### src/rtl/motor_step_gen_mc.sv
// motor_step_gen_mc: multi-channel step/dir pulse generator with a 1-deep pending-step buffer and position tracking
module motor_step_gen_mc #(
  parameter int NCH   = 4,
  parameter int CNT_W = 16,
  parameter int POS_W = 32
) (
  input  logic                 clk,
  input  logic                 reset,
  input  logic [CNT_W-1:0]     pre_n,
  input  logic [CNT_W-1:0]     pulse_n,
  input  logic [CNT_W-1:0]     post_n,
  input  logic [NCH-1:0]       step_stb,
  input  logic [NCH-1:0]       step_dir,
  input  logic [NCH-1:0]       set_x,
  input  logic [POS_W-1:0]     x_val,
  input  logic                 hold,
  output logic [NCH-1:0]       step,
  output logic [NCH-1:0]       dir,
  output logic [NCH-1:0]       missed,
  output logic [NCH-1:0]       busy,
  output logic [NCH-1:0]       pending,
  output logic [NCH*POS_W-1:0] x,
  output logic [NCH*POS_W-1:0] x_hold
);
  logic [CNT_W-1:0] cnt [NCH];
  logic [NCH-1:0] pend_dir, idle, eop, acc, acc_dir, store;
  always_comb begin
    idle = '0;
    eop = '0;
    acc = '0;
    acc_dir = '0;
    store = '0;
    busy = '0;
    for (int i = 0; i < NCH; i++) begin
      idle[i] = cnt[i] == '0;
      busy[i] = !idle[i];
      eop[i] = !idle[i] && cnt[i] >= post_n;
      // a strobe landing on end-of-pulse with an empty buffer is issued straight away
      acc[i] = idle[i] ? step_stb[i] : eop[i] && (pending[i] || step_stb[i]);
      acc_dir[i] = (idle[i] || !pending[i]) ? step_dir[i] : pend_dir[i];
      store[i] = !idle[i] && step_stb[i] && (pending[i] ? eop[i] : !eop[i]);
    end
  end
  always_ff @(posedge clk or posedge reset) begin
    if (reset) begin
      for (int i = 0; i < NCH; i++) cnt[i] <= '0;
      step <= '0;
      dir <= '0;
      missed <= '0;
      pending <= '0;
      pend_dir <= '0;
      x <= '0;
      x_hold <= '0;
    end else begin
      if (hold) x_hold <= x;
      for (int i = 0; i < NCH; i++) begin
        cnt[i] <= acc[i] ? CNT_W'(1) : (idle[i] || eop[i]) ? '0 : cnt[i] + CNT_W'(1);
        step[i] <= !idle[i] && !eop[i] && cnt[i] >= pre_n && cnt[i] < pulse_n;
        missed[i] <= !idle[i] && !eop[i] && step_stb[i] && pending[i];
        pending[i] <= idle[i] ? pending[i] : step_stb[i] ? (pending[i] || !eop[i]) : (pending[i] && !eop[i]);
        if (store[i]) pend_dir[i] <= step_dir[i];
        if (acc[i]) dir[i] <= acc_dir[i];
        x[i*POS_W +: POS_W] <= set_x[i] ? x_val :
                               acc[i] ? x[i*POS_W +: POS_W] + (acc_dir[i] ? {POS_W{1'b1}} : POS_W'(1)) :
                               x[i*POS_W +: POS_W];
      end
    end
  end
endmodule

### config.mk
export PLATFORM = sky130hd
export DESIGN_NAME = motor_step_gen_mc
export DESIGN_NICKNAME = d
export VERILOG_FILES = /design/src/rtl/motor_step_gen_mc.sv
export SDC_FILE = /design/constraint.sdc
export NUM_CORES = 1
export LEC_CHECK = 0
export CAP_MARGIN = 20
export CORE_AREA = 5 5 172 339
export DETAILED_ROUTE_END_ITERATION = 10
export DIE_AREA = 0 0 177 344
export GPL_TIMING_DRIVEN = 0
export PLACE_DENSITY = 0.7
export RECOVER_POWER = 50
export SKIP_LAST_GASP = 1
export SLEW_MARGIN = 40
export SYNTH_ARGS = -nofsm -noshare
export SYNTH_HDL_FRONTEND = slang
export SYNTH_SLANG_ARGS = --single-unit
### constraint.sdc
create_clock -name clk -period 11.2 [get_ports clk]
set_input_delay 1.68 -clock clk [delete_from_list [all_inputs] [get_ports clk]]
set_output_delay 1.68 -clock clk [all_outputs]
set_load 0.05 [all_outputs]
### Where the registers sit

Other sequential cells in the stronger gray, the rest of the logic in the fainter gray.
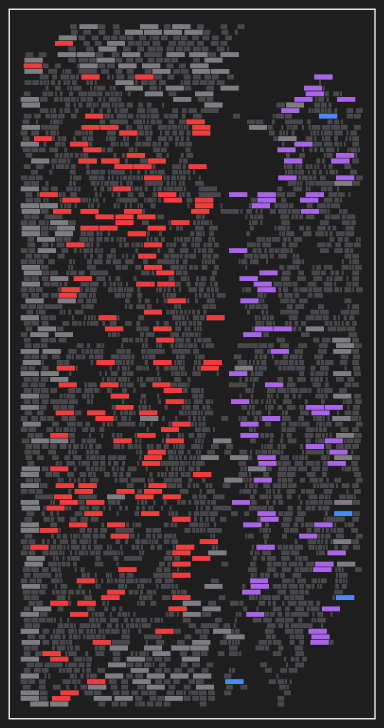
name in the netlist	color	sequential cells
missed	blue	4
x	red	128
cnt	purple	64
not colored	144

### Placed cells, one color a class

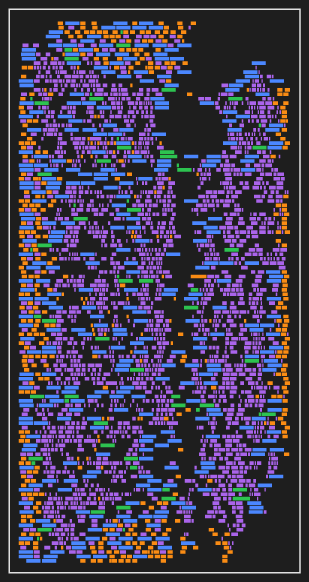
class	color	cells
sequential cells	blue	340
combinational and other logic	purple	2,179
clock drivers and dummy loads	green	61
remaining buffers and delay cells	orange	447
Finished Core Util: 54.9%
# rows: 122
Core Footprint: 0.0553 mm²
fraction of area in registers: 28.0%
Final Cell Area: 0.0303 mm²

### Sizing map

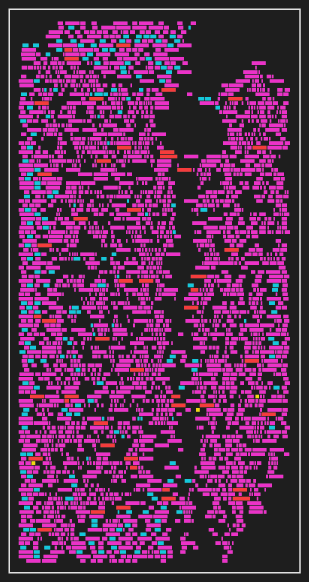
size	color	cells	share
_0 and _1 cells	magenta	2,788	92%
_3 and _4 cells	yellow	3	0.099%
_2 cells	cyan	189	6.2%
_6 and larger	red	47	1.6%
Repair and plain buffers: 447
worst setup margin: 3.90 ns

### Congestion heat map

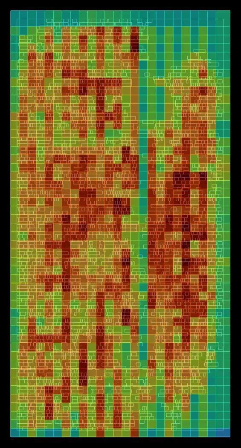
GR Util All Layers: 29.1%
met1 Usage GRT: 29.2%
gr busiest metal: met2
M3 GR Usage: 4.66%

==> worst reg2reg max path: cells and delay by family (launching register included) <==
family,cells,cell delay (ns)
AND-OR/OR-AND,7,1.80
XOR/XNOR,1,0.18
adder cells (fa/ha/maj),1,0.49
buffers and inverters,1,0.51
flip-flops,1,0.47
multiplexers,1,0.70
AND/OR/NAND/NOR,5,2.10
==> worst min path at each step <==
stage / startpoint / to / slack (ns)
6_report: dir[3] / dir[3] / 0.49
5_1_grt: x_hold[86] / x_hold[86] / 0.52
4_1_cts: dir[0] / dir[0] / 0.49
3_5_place_dp: dir[0] / dir[0] / 0.48
3_3_place_gp: dir[0] / dir[0] / 0.47
2_1_floorplan: pend_dir[0] / pend_dir[0] / 0.47
==> results.py <==
# Physical implementation metrics
metrics = {
    "outcome": {
        "status": "finished with violations",
        "violations": "capacitance limit, slew limit",
    },
    "worst_setup_path": {
        "slowest_stage": "clkbuf_1",
        "reg2reg_to": "x[90]",
        "critical_path.top_delay_family": "buffers and inverters",
    },
    "finish": {
        "antenna_cells": 0,
        "regArea_mm2": 0.00851,
        "n_all_inverters": 132,
        "largest_registers": "x x128, x_hold x128, cnt x64",
        "lay_top_count": "clkdlybuf4s50_1",
        "nClkBuffers": 51,
        "lay_top_cells": "clkdlybuf4s50_1, dfrtp_1, ha_1",
        "nMultiInputCombCells": 2047,
        "buf_share_pct": 13.2,
    },
    "synthesis": {
        "xor_area_share_pct": 5.32,
        "largest_area_cell": "dfrtp_1",
        "ys_sh_simple_pct": 12.7,
        "area_leaders": "dfrtp_1, ha_1, mux2_2",
    },
    "power_and_ir_drop": {
        "power_density_mw_per_mm2": 328,
        "clock_power_share_pct": 12.1,
        "p_int_uw": 4810,
        "power-top-group": "combinational cells",
    },
    "floorplan": {
        "fp.dieH_um": 344,
    },
    "placement": {
        "dp_hpwl_um": 72300,
        "dp.cells": 3709,
        "dpl_cell_area_mm2": 0.0293,
        "finalWeightedCongestion": 0.967,
    },
    "grt": {
        "grt_pass1_wl_um": 137000,
        "grt.overflow.total": 0,
    },
    "run": {
        "max_cap_viol_count": 4,
    },
    "route": {
        "drt-total-wl_um": 90600,
        "drt-met1-wl_um": 30500,
        "ant_nets": 0,
        "wl_met2_um": 45900,
    },
    "sta": {
        "rsz0062_at_grt": "no",
        "maxSlewViolCount": 284,
    },
    "hold_path": {
        "hold_depth": 2,
    },
    "cts": {
        "cts.sinks": 340,
    },
}
Power is estimated from default activity; no workload was simulated.
